**config.mk**
```make
export PLATFORM = sky130hd
export DESIGN_NAME = stack_mem_access
export DESIGN_NICKNAME = d
export VERILOG_FILES = /design/src/rtl/stack_mem_access_pkg.sv /design/src/rtl/stack_mem_access_bounds.sv /design/src/rtl/stack_mem_access.sv
export SDC_FILE = /design/constraint.sdc
export NUM_CORES = 1
export LEC_CHECK = 0
export CORE_UTILIZATION = 45
export CTS_BUF_LIST = sky130_fd_sc_hd__clkbuf_16
export CTS_CLUSTER_DIAMETER = 200
export DETAILED_ROUTE_END_ITERATION = 6
export GPL_ROUTABILITY_DRIVEN = 0
export GPL_TIMING_DRIVEN = 0
export PLACE_DENSITY_LB_ADDON = 0.3
export SETUP_SLACK_MARGIN = 0.1
export SYNTH_ARGS = -nofsm -noshare
export SYNTH_HDL_FRONTEND = slang
export SYNTH_SLANG_ARGS = --single-unit
```
**constraint.sdc**
```tcl
create_clock -name clk -period 2.6 [get_ports clk]
set_input_delay 0.39 -clock clk [delete_from_list [all_inputs] [get_ports clk]]
set_output_delay 0.39 -clock clk [all_outputs]
set_load 0.01 [all_outputs]
```
**src/rtl/stack_mem_access_pkg.sv**
```systemverilog
// -----------------------------------------------------------------------------
// stack_mem_access_pkg
// Shared definitions for the stack datapath: stack-op encodings (also used by
// the SP control stage), fault codes reported with done, and the FSM state
// encoding of stack_mem_access. Small helpers classify an op as a stack
// write (PUSH/CALL) or a stack read (POP/RET).
// -----------------------------------------------------------------------------
package stack_mem_access_pkg;

    typedef enum logic [2:0] {
        OP_NOP  = 3'b000,
        OP_PUSH = 3'b001,
        OP_POP  = 3'b010,
        OP_CALL = 3'b011,
        OP_RET  = 3'b100
    } stack_op_e;

    typedef enum logic [1:0] {
        FLT_NONE      = 2'b00,
        FLT_OVERFLOW  = 2'b01,
        FLT_UNDERFLOW = 2'b10,
        FLT_TIMEOUT   = 2'b11
    } fault_e;

    typedef enum logic [1:0] {
        ST_IDLE = 2'd0,
        ST_REQ  = 2'd1,
        ST_FIN  = 2'd2
    } state_e;

    function automatic logic is_write_op(input logic [2:0] op);
        return (op == OP_PUSH) || (op == OP_CALL);
    endfunction

    function automatic logic is_read_op(input logic [2:0] op);
        return (op == OP_POP) || (op == OP_RET);
    endfunction

endpackage

```
**src/rtl/stack_mem_access_bounds.sv**
```systemverilog
// -----------------------------------------------------------------------------
// stack_bounds_chk
// Combinational stack-region check for one op/address pair.
//   op    : stack op (3-bit encoding from stack_mem_access_pkg)
//   addr  : stack word address, compared unsigned
//   fault : FLT_OVERFLOW when a write goes below STACK_LO,
//           FLT_UNDERFLOW when a read goes above STACK_HI, else FLT_NONE.
// NOP and unknown ops never fault.
// -----------------------------------------------------------------------------
module stack_bounds_chk
    import stack_mem_access_pkg::*;
#(
    parameter int                ADDR_W   = 32,
    parameter logic [ADDR_W-1:0] STACK_LO = 32'h0000_0300,
    parameter logic [ADDR_W-1:0] STACK_HI = 32'h0000_03FF
) (
    input  logic [2:0]        op,
    input  logic [ADDR_W-1:0] addr,
    output logic [1:0]        fault
);

    // The stack grows downward: writes can only run off the bottom, reads
    // can only run off the top.
    always_comb begin
        fault = FLT_NONE;
        if (is_write_op(op) && (addr < STACK_LO)) begin
            fault = FLT_OVERFLOW;
        end else if (is_read_op(op) && (addr > STACK_HI)) begin
            fault = FLT_UNDERFLOW;
        end
    end

endmodule

```
**src/rtl/stack_mem_access.sv**
```systemverilog
// -----------------------------------------------------------------------------
// stack_mem_access
// Performs the single data-memory access of PUSH/POP/CALL/RET after the SP
// control stage has produced the stack address. The address is bounds-checked
// first; an out-of-range or NOP op completes without touching memory.
//
// Ports:
//   clk, rst             clock; synchronous active-low reset
//   start, stack_op      one-cycle request, sampled only in IDLE
//   mem_sp               stack word address for the access
//   rs_data, npc         store data for PUSH / CALL
//   busy, done           busy while the memory access is outstanding;
//                        done pulses for one cycle at completion
//   lmd, ret_pc          POP load data / RET target, held until replaced
//   fault                00 none, 01 overflow, 10 underflow, 11 timeout;
//                        valid with done, cleared by the next accepted start
//   mem_req/we/addr/wdata, mem_ack/rdata   req/ack data-memory port
//
// Build option: define STACK_TIMEOUT_EN to enable the ack watchdog; after
// TIMEOUT_CYC request cycles without mem_ack the access is abandoned with
// fault 11. Without it, REQ waits for mem_ack indefinitely.
// -----------------------------------------------------------------------------
module stack_mem_access
    import stack_mem_access_pkg::*;
#(
    parameter int                ADDR_W      = 32,
    parameter int                DATA_W      = 32,
    parameter logic [ADDR_W-1:0] STACK_LO    = 32'h0000_0300,
    parameter logic [ADDR_W-1:0] STACK_HI    = 32'h0000_03FF,
    parameter int                TIMEOUT_CYC = 16
) (
    input  logic              clk,
    input  logic              rst,
    input  logic              start,
    input  logic [2:0]        stack_op,
    input  logic [ADDR_W-1:0] mem_sp,
    input  logic [DATA_W-1:0] rs_data,
    input  logic [DATA_W-1:0] npc,
    output logic              busy,
    output logic              done,
    output logic [DATA_W-1:0] lmd,
    output logic [DATA_W-1:0] ret_pc,
    output logic [1:0]        fault,
    output logic              mem_req,
    output logic              mem_we,
    output logic [ADDR_W-1:0] mem_addr,
    output logic [DATA_W-1:0] mem_wdata,
    input  logic              mem_ack,
    input  logic [DATA_W-1:0] mem_rdata
);

    state_e     state;
    logic [2:0] op_q;
    logic [1:0] chk_fault;
    logic       legal_mem_op;

    // Checking the incoming address at the accepting edge is the same as
    // checking the latched copy, and lets a faulting op finish one cycle
    // after start.
    stack_bounds_chk #(
        .ADDR_W   (ADDR_W),
        .STACK_LO (STACK_LO),
        .STACK_HI (STACK_HI)
    ) u_bounds (
        .op    (stack_op),
        .addr  (mem_sp),
        .fault (chk_fault)
    );

    assign legal_mem_op = (chk_fault == FLT_NONE) &&
                          (is_write_op(stack_op) || is_read_op(stack_op));

`ifdef STACK_TIMEOUT_EN
    localparam int CNT_W = $clog2(TIMEOUT_CYC + 1);
    logic [CNT_W-1:0] wd_cnt;
`else
    // TIMEOUT_CYC only matters when the watchdog is built in.
    logic unused_timeout_cfg;
    assign unused_timeout_cfg = |TIMEOUT_CYC;
`endif

    always_ff @(posedge clk) begin
        if (!rst) begin
            state     <= ST_IDLE;
            op_q      <= OP_NOP;
            busy      <= 1'b0;
            done      <= 1'b0;
            lmd       <= '0;
            ret_pc    <= '0;
            fault     <= FLT_NONE;
            mem_req   <= 1'b0;
            mem_we    <= 1'b0;
            mem_addr  <= '0;
            mem_wdata <= '0;
`ifdef STACK_TIMEOUT_EN
            wd_cnt    <= '0;
`endif
        end else begin
            done <= 1'b0;
            case (state)
                ST_IDLE: begin
                    if (start) begin
                        op_q  <= stack_op;
                        fault <= chk_fault;
                        if (legal_mem_op) begin
                            state    <= ST_REQ;
                            busy     <= 1'b1;
                            mem_req  <= 1'b1;
                            mem_we   <= is_write_op(stack_op);
                            mem_addr <= mem_sp;
                            if (is_write_op(stack_op)) begin
                                mem_wdata <= (stack_op == OP_CALL) ? npc : rs_data;
                            end
`ifdef STACK_TIMEOUT_EN
                            wd_cnt   <= '0;
`endif
                        end else begin
                            // Fault or NOP: complete without a memory cycle.
                            state <= ST_FIN;
                            done  <= 1'b1;
                        end
                    end
                end

                ST_REQ: begin
                    if (mem_ack) begin
                        if (op_q == OP_POP) begin
                            lmd <= mem_rdata;
                        end
                        if (op_q == OP_RET) begin
                            ret_pc <= mem_rdata;
                        end
                        mem_req <= 1'b0;
                        busy    <= 1'b0;
                        done    <= 1'b1;
                        state   <= ST_FIN;
                    end
`ifdef STACK_TIMEOUT_EN
                    else if (wd_cnt == CNT_W'(TIMEOUT_CYC - 1)) begin
                        // Abandon the access; load registers keep old values.
                        mem_req <= 1'b0;
                        busy    <= 1'b0;
                        done    <= 1'b1;
                        fault   <= FLT_TIMEOUT;
                        state   <= ST_FIN;
                    end else begin
                        wd_cnt <= wd_cnt + 1'b1;
                    end
`endif
                end

                // start arriving in the done cycle is dropped here.
                ST_FIN: begin
                    state <= ST_IDLE;
                end

                default: begin
                    state   <= ST_IDLE;
                    busy    <= 1'b0;
                    mem_req <= 1'b0;
                end
            endcase
        end
    end

endmodule

```
==> tab_implementation.tex, run 1 <==
% Implementation results table
\begin{tabular}{lr}
\hline
Metric & Value \\
\hline
\multicolumn{2}{l}{\textbf{Synthesis}} \\
\quad XOR Share, Synth & 0.00151 \\
\quad Share of synthesized area spent on multiplexers & 0.0604 \\
\quad Aoi share & 0.158 \\
\quad Synth Register Bits & 138 \\
\quad Number of flops mapped to enable cells by yosys & 0 \\
\quad Cell area leaders & dfxtp\_1 (48\%), nand2\_1 (15\%), a21boi\_0 (7.1\%), mux2i\_1 (6.0\%), nand3\_1 (5.7\%) \\
\quad Simple-Gate Area Share & 0.251 \\
\quad Top-area cell share & 0.477 \\
\multicolumn{2}{l}{\textbf{Critical path}} \\
\quad End of the worst register-to-register path & mem\_addr[21] \\
\quad Endpoint required time on the critical path & 2.95 ns \\
\quad Worst setup path end & mem\_addr[21] \\
\quad Register-to-Register Setup Slack & 0.76 ns \\
\quad Largest delay contributor family on the critical path & simple AND/OR/NAND/NOR gates \\
\quad Chain of cells forming the critical path & clkdlybuf4s50\_1 > nor4\_1 > and4\_2 > a21oi\_4 > a21oi\_4 > buf\_12 > mux2i\_1 \\
\multicolumn{2}{l}{\textbf{GRT}} \\
\quad Wire length of the first global-routing pass & 26800 microns \\
\quad Number of global-route vias before repair & 5468 \\
\multicolumn{2}{l}{\textbf{STA}} \\
\quad Clock skew & 0.00418 ns \\
\quad Final critical path time including I/O delays and setup & 2.07 ns \\
\quad Final worst-path setup slack & 0.533 ns \\
\quad Worst hold-check slack & 0.455 ns \\
\quad Final hold viol count & 0 \\
\multicolumn{2}{l}{\textbf{CTS}} \\
\quad Level count of the clock H-tree & 4 \\
\quad Clock Sink Count & 138 \\
\quad Root buffer cell & clkbuf\_16 \\
\quad Clock transition at the registers of the reported paths & 0.06 ns \\
\quad Cts hold-fix bufs & 0 \\
\quad Post-CTS repair timing setup buffer count & 0 \\
\quad TritonCTS clock tree & yes \\
\multicolumn{2}{l}{\textbf{Floorplan}} \\
\quad Number of well taps & 172 \\
\quad Pre-placement core utilization & 0.461 \\
\quad Die Outline Area & 13300 sq um \\
\quad Placeable core region & 12600 sq um \\
\multicolumn{2}{l}{\textbf{Job}} \\
\quad Number of max-capacitance violations reported & 0 \\
\quad Number of warning messages in the logs & 26 \\
\multicolumn{2}{l}{\textbf{Pwr}} \\
\quad Total power draw & 5.27 mW \\
\quad Max rail drop VDD & 0.419 mV \\
\quad Sequential share of power & 0.417 \\
\quad Combinational fraction of design power & 0.116 \\
\multicolumn{2}{l}{\textbf{Layout}} \\
\quad Total of plain and repair buffers excluding clock buffers & 321 \\
\quad Count of non-CTS inverters in the layout & 0 \\
\multicolumn{2}{l}{\textbf{Worst hold path}} \\
\quad Min-delay worst type & flop to flop \\
\multicolumn{2}{l}{\textbf{Detailed routing}} \\
\quad Vias per cell & 5.02 \\
\quad Routed WL per cell & 15.4 microns \\
\quad DRC Markers & 0 \\
\multicolumn{2}{l}{\textbf{Place}} \\
\quad HPWL after detailed placement & 13000 microns \\
\quad Placed instance area & 8670 sq um \\
\multicolumn{2}{l}{\textbf{Status}} \\
\quad Status & completed \\
\hline
\end{tabular}
==> run 1: power groups by stage <==
stage	clock, mW	sequential, mW	combinational [mW]
6_report	2.46	2.20	0.613
4_1_cts	2.48	2.20	0.615
2_1_floorplan	0	2.27	0.213
3_5_place_dp	0	2.25	0.608
3_3_place_gp	0	2.24	0.606
5_1_grt	2.59	2.21	0.656
==> run 1: layer usage <==
layer,track usage,vias to the layer above
li1,-,2819
met1,0.280,2646
met2,0.473,202
met3,0.0988,30
met4,0.104,0
met5,0,-
==> run 1: registers in the layout (all words and copies together), names as in the netlist <==
signal     flops
fault          2
state          2
lmd           32
done           1
op_q           3
mem_wdata     32
mem_addr      32
ret_pc        32
mem_we         1
mem_req        1
Run 1, gate-type map:
Bar = 20 microns.
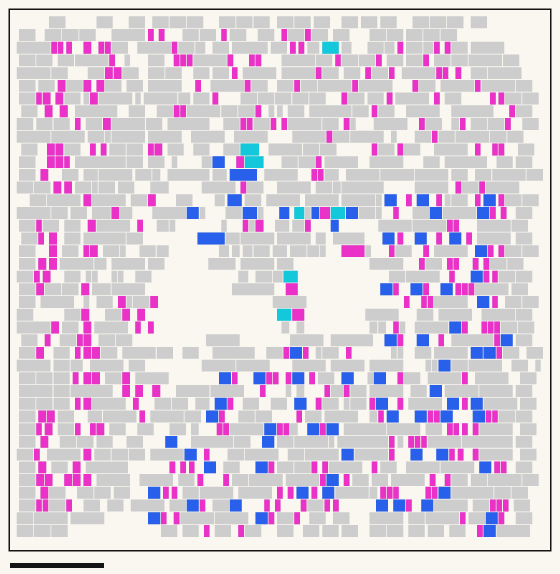
- cyan: and/or cells (cells 7)
- magenta: nand cells (cells 299; where spread over the die)
- blue: aoi and oai cells (cells 74)
most common library cell in the layout ignoring fill and taps: clkdlybuf4s50_1
logic share of the area: 0.294
final non-filler cell total: 1135

Run 1, clock wiring as the flow saved it:
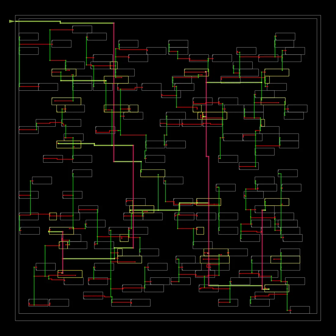
number of sequential cells in the layout: 138
CLK BUF: 17

Run 1, I/O pins on the die edge:
Pins as bars across the die edge, other pins in gray.
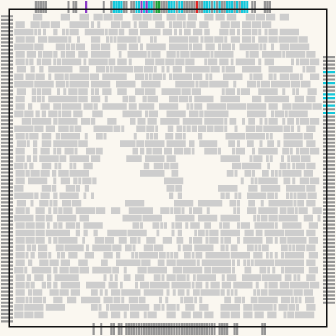
- purple: `stack_op` (pins 3; direction input; edge top)
- red: `mem_req` (pins 1; direction output; edge top)
- green: `fault` (pins 2; direction output; edge top)
- cyan: `mem_sp` (pins 32; direction input; edge 26 top, 6 right)
- all pins by edge: 83 left, 69 top, 67 right, 50 bottom
count of buffers from port buffering: 266
DIE WIDTH: 116 microns
vertical die dimension: 116 microns

Run 1, sequential cells grouped by signal name:
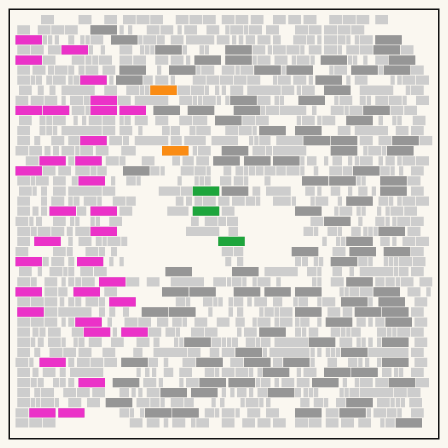
- green: `op_q` (placed flops 3)
- orange: `fault` (placed flops 2)
- magenta: `mem_wdata` (placed flops 32; where a vertical strip on the left)
- not colored: 101
Sequential Power: 2.20 mW
proportion of cell area occupied by registers: 0.298

==> run 2, diff against run 1 <==
--- a/config.mk
+++ b/config.mk
@@ -5,7 +5,7 @@
 export SDC_FILE = /design/constraint.sdc
 export NUM_CORES = 1
 export LEC_CHECK = 0
-export CORE_UTILIZATION = 45
+export CORE_UTILIZATION = 37
 export CTS_BUF_LIST = sky130_fd_sc_hd__clkbuf_16
 export CTS_CLUSTER_DIAMETER = 200
 export DETAILED_ROUTE_END_ITERATION = 6
==> constraint.sdc (replaced) <==
create_clock -name clk -period 1.9 [get_ports clk]
set_input_delay 0.285 -clock clk [delete_from_list [all_inputs] [get_ports clk]]
set_output_delay 0.285 -clock clk [all_outputs]
set_load 0.01 [all_outputs]
Run 2, gate-type map:
Bar = 50 microns.
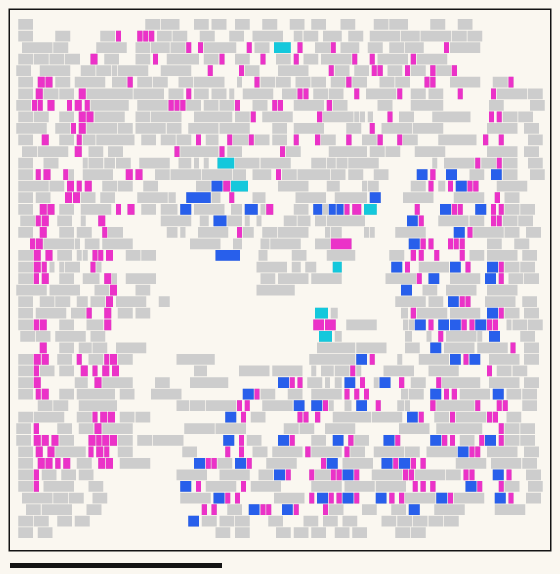
- magenta: nand cells (cells 299; where spread over the die)
- cyan: and/or cells (cells 7)
- blue: aoi and oai cells (cells 74)
final non-filler cell total: 1178
logic share of the area: 0.293

Run 2, sequential cells grouped by signal name:
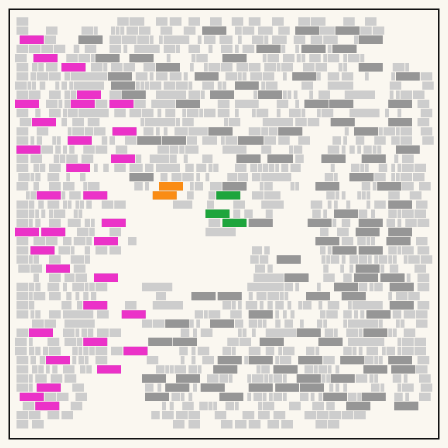
- orange: `fault` (placed flops 2)
- magenta: `mem_wdata` (placed flops 32; where a vertical strip on the left)
- green: `op_q` (placed flops 3)
Sequential Power: 3.01 mW
proportion of cell area occupied by registers: 0.293
share of the core filled with cells: 0.618
area taken by flip-flops and latches: 2770 sq um

==> tab_implementation.tex, run 2 <==
% Implementation results table
\begin{tabular}{lr}
\hline
Metric & Value \\
\hline
\multicolumn{2}{l}{\textbf{Status}} \\
\quad Status & completed \\
\multicolumn{2}{l}{\textbf{Place}} \\
\quad Placed instance area & 8720 sq um (+0.56\%) \\
\quad HPWL after detailed placement & 13400 microns (+3.3\%) \\
\quad Count of buffers from port buffering & 266 (unchanged) \\
\multicolumn{2}{l}{\textbf{Floorplan}} \\
\quad Placeable core region & 15300 sq um (+21\%) \\
\quad Pre-placement core utilization & 0.380 (-0.0813) \\
\quad DIE WIDTH & 127 microns (+10\%) \\
\multicolumn{2}{l}{\textbf{Synthesis}} \\
\quad Top-area cell share & 0.477 (unchanged) \\
\quad Synth Register Bits & 138 (unchanged) \\
\quad Aoi share & 0.158 (unchanged) \\
\multicolumn{2}{l}{\textbf{CTS}} \\
\quad Post-CTS repair timing setup buffer count & 2 (+2) \\
\quad Cts hold-fix bufs & 0 (unchanged) \\
\quad Clock Sink Count & 138 (unchanged) \\
\multicolumn{2}{l}{\textbf{GRT}} \\
\quad Number of global-route vias before repair & 5627 (+2.9\%) \\
\quad GRT Max-Usage Layer & met2 \\
\quad Met2 track demand over resource in global routing & 0.387 (-0.0865) \\
\multicolumn{2}{l}{\textbf{STA}} \\
\quad Final worst-path setup slack & 0.136 ns (-0.397 ns) \\
\quad Final critical path time including I/O delays and setup & 1.76 ns \\
\multicolumn{2}{l}{\textbf{Layout}} \\
\quad Most common library cell in the layout ignoring fill and taps & clkdlybuf4s50\_1 \\
\quad Total of plain and repair buffers excluding clock buffers & 324 (+0.93\%) \\
\multicolumn{2}{l}{\textbf{Pwr}} \\
\quad Clk pwr & 3.46 mW (+41\%) \\
\quad Sequential share of power & 0.411 (-0.006) \\
\hline
\end{tabular}
Run 2, metal layers overlaid:
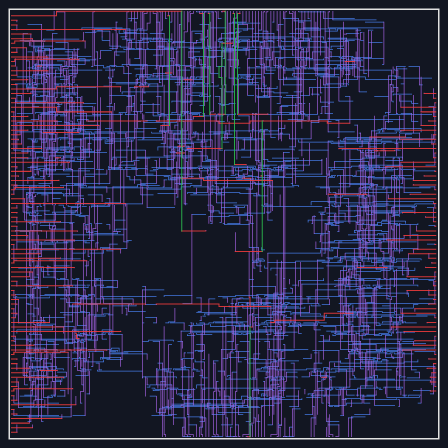
- blue: metal 1 (wire length 7400 microns)
- red: metal 3 (wire length 1500 microns)
- green: metal 4 (wire length 368 microns)
- purple: metal 2 (wire length 8830 microns)
via total after detailed routing: 5733
global router's overall resource usage: 0.225
Routed WL per cell: 15.4 microns
final WL: 18100 microns

-- run 2: through the flow --
stage | setup TNS [ns] | std cells | utilization | total power, mW
global route | 0 | 1178 | 0.618 | 7.60
floorplan | 0 | 665 | - | 3.39
global placement | -28.19 | 1142 | 0.572 | 3.91
CTS | 0 | 1176 | 0.614 | 7.38
finish | 0 | 1178 | 0.618 | 7.33
detailed placement | -29.13 | 1142 | 0.572 | 3.91
-- run 2: cell families (layout without fill, tap and decap cells) --
group / Yosys count / count (layout)
other: 0 / 1
muxes: 35 / 35
and+or+nand+nor: 327 / 327
buffers and inverters: 55 / 356
AOI/OAI and AO/OA: 109 / 109
DFF: 138 / 138
xor gates and xnor gates: 1 / 1
No activity file was given, so power comes from the tool's default toggle rates.
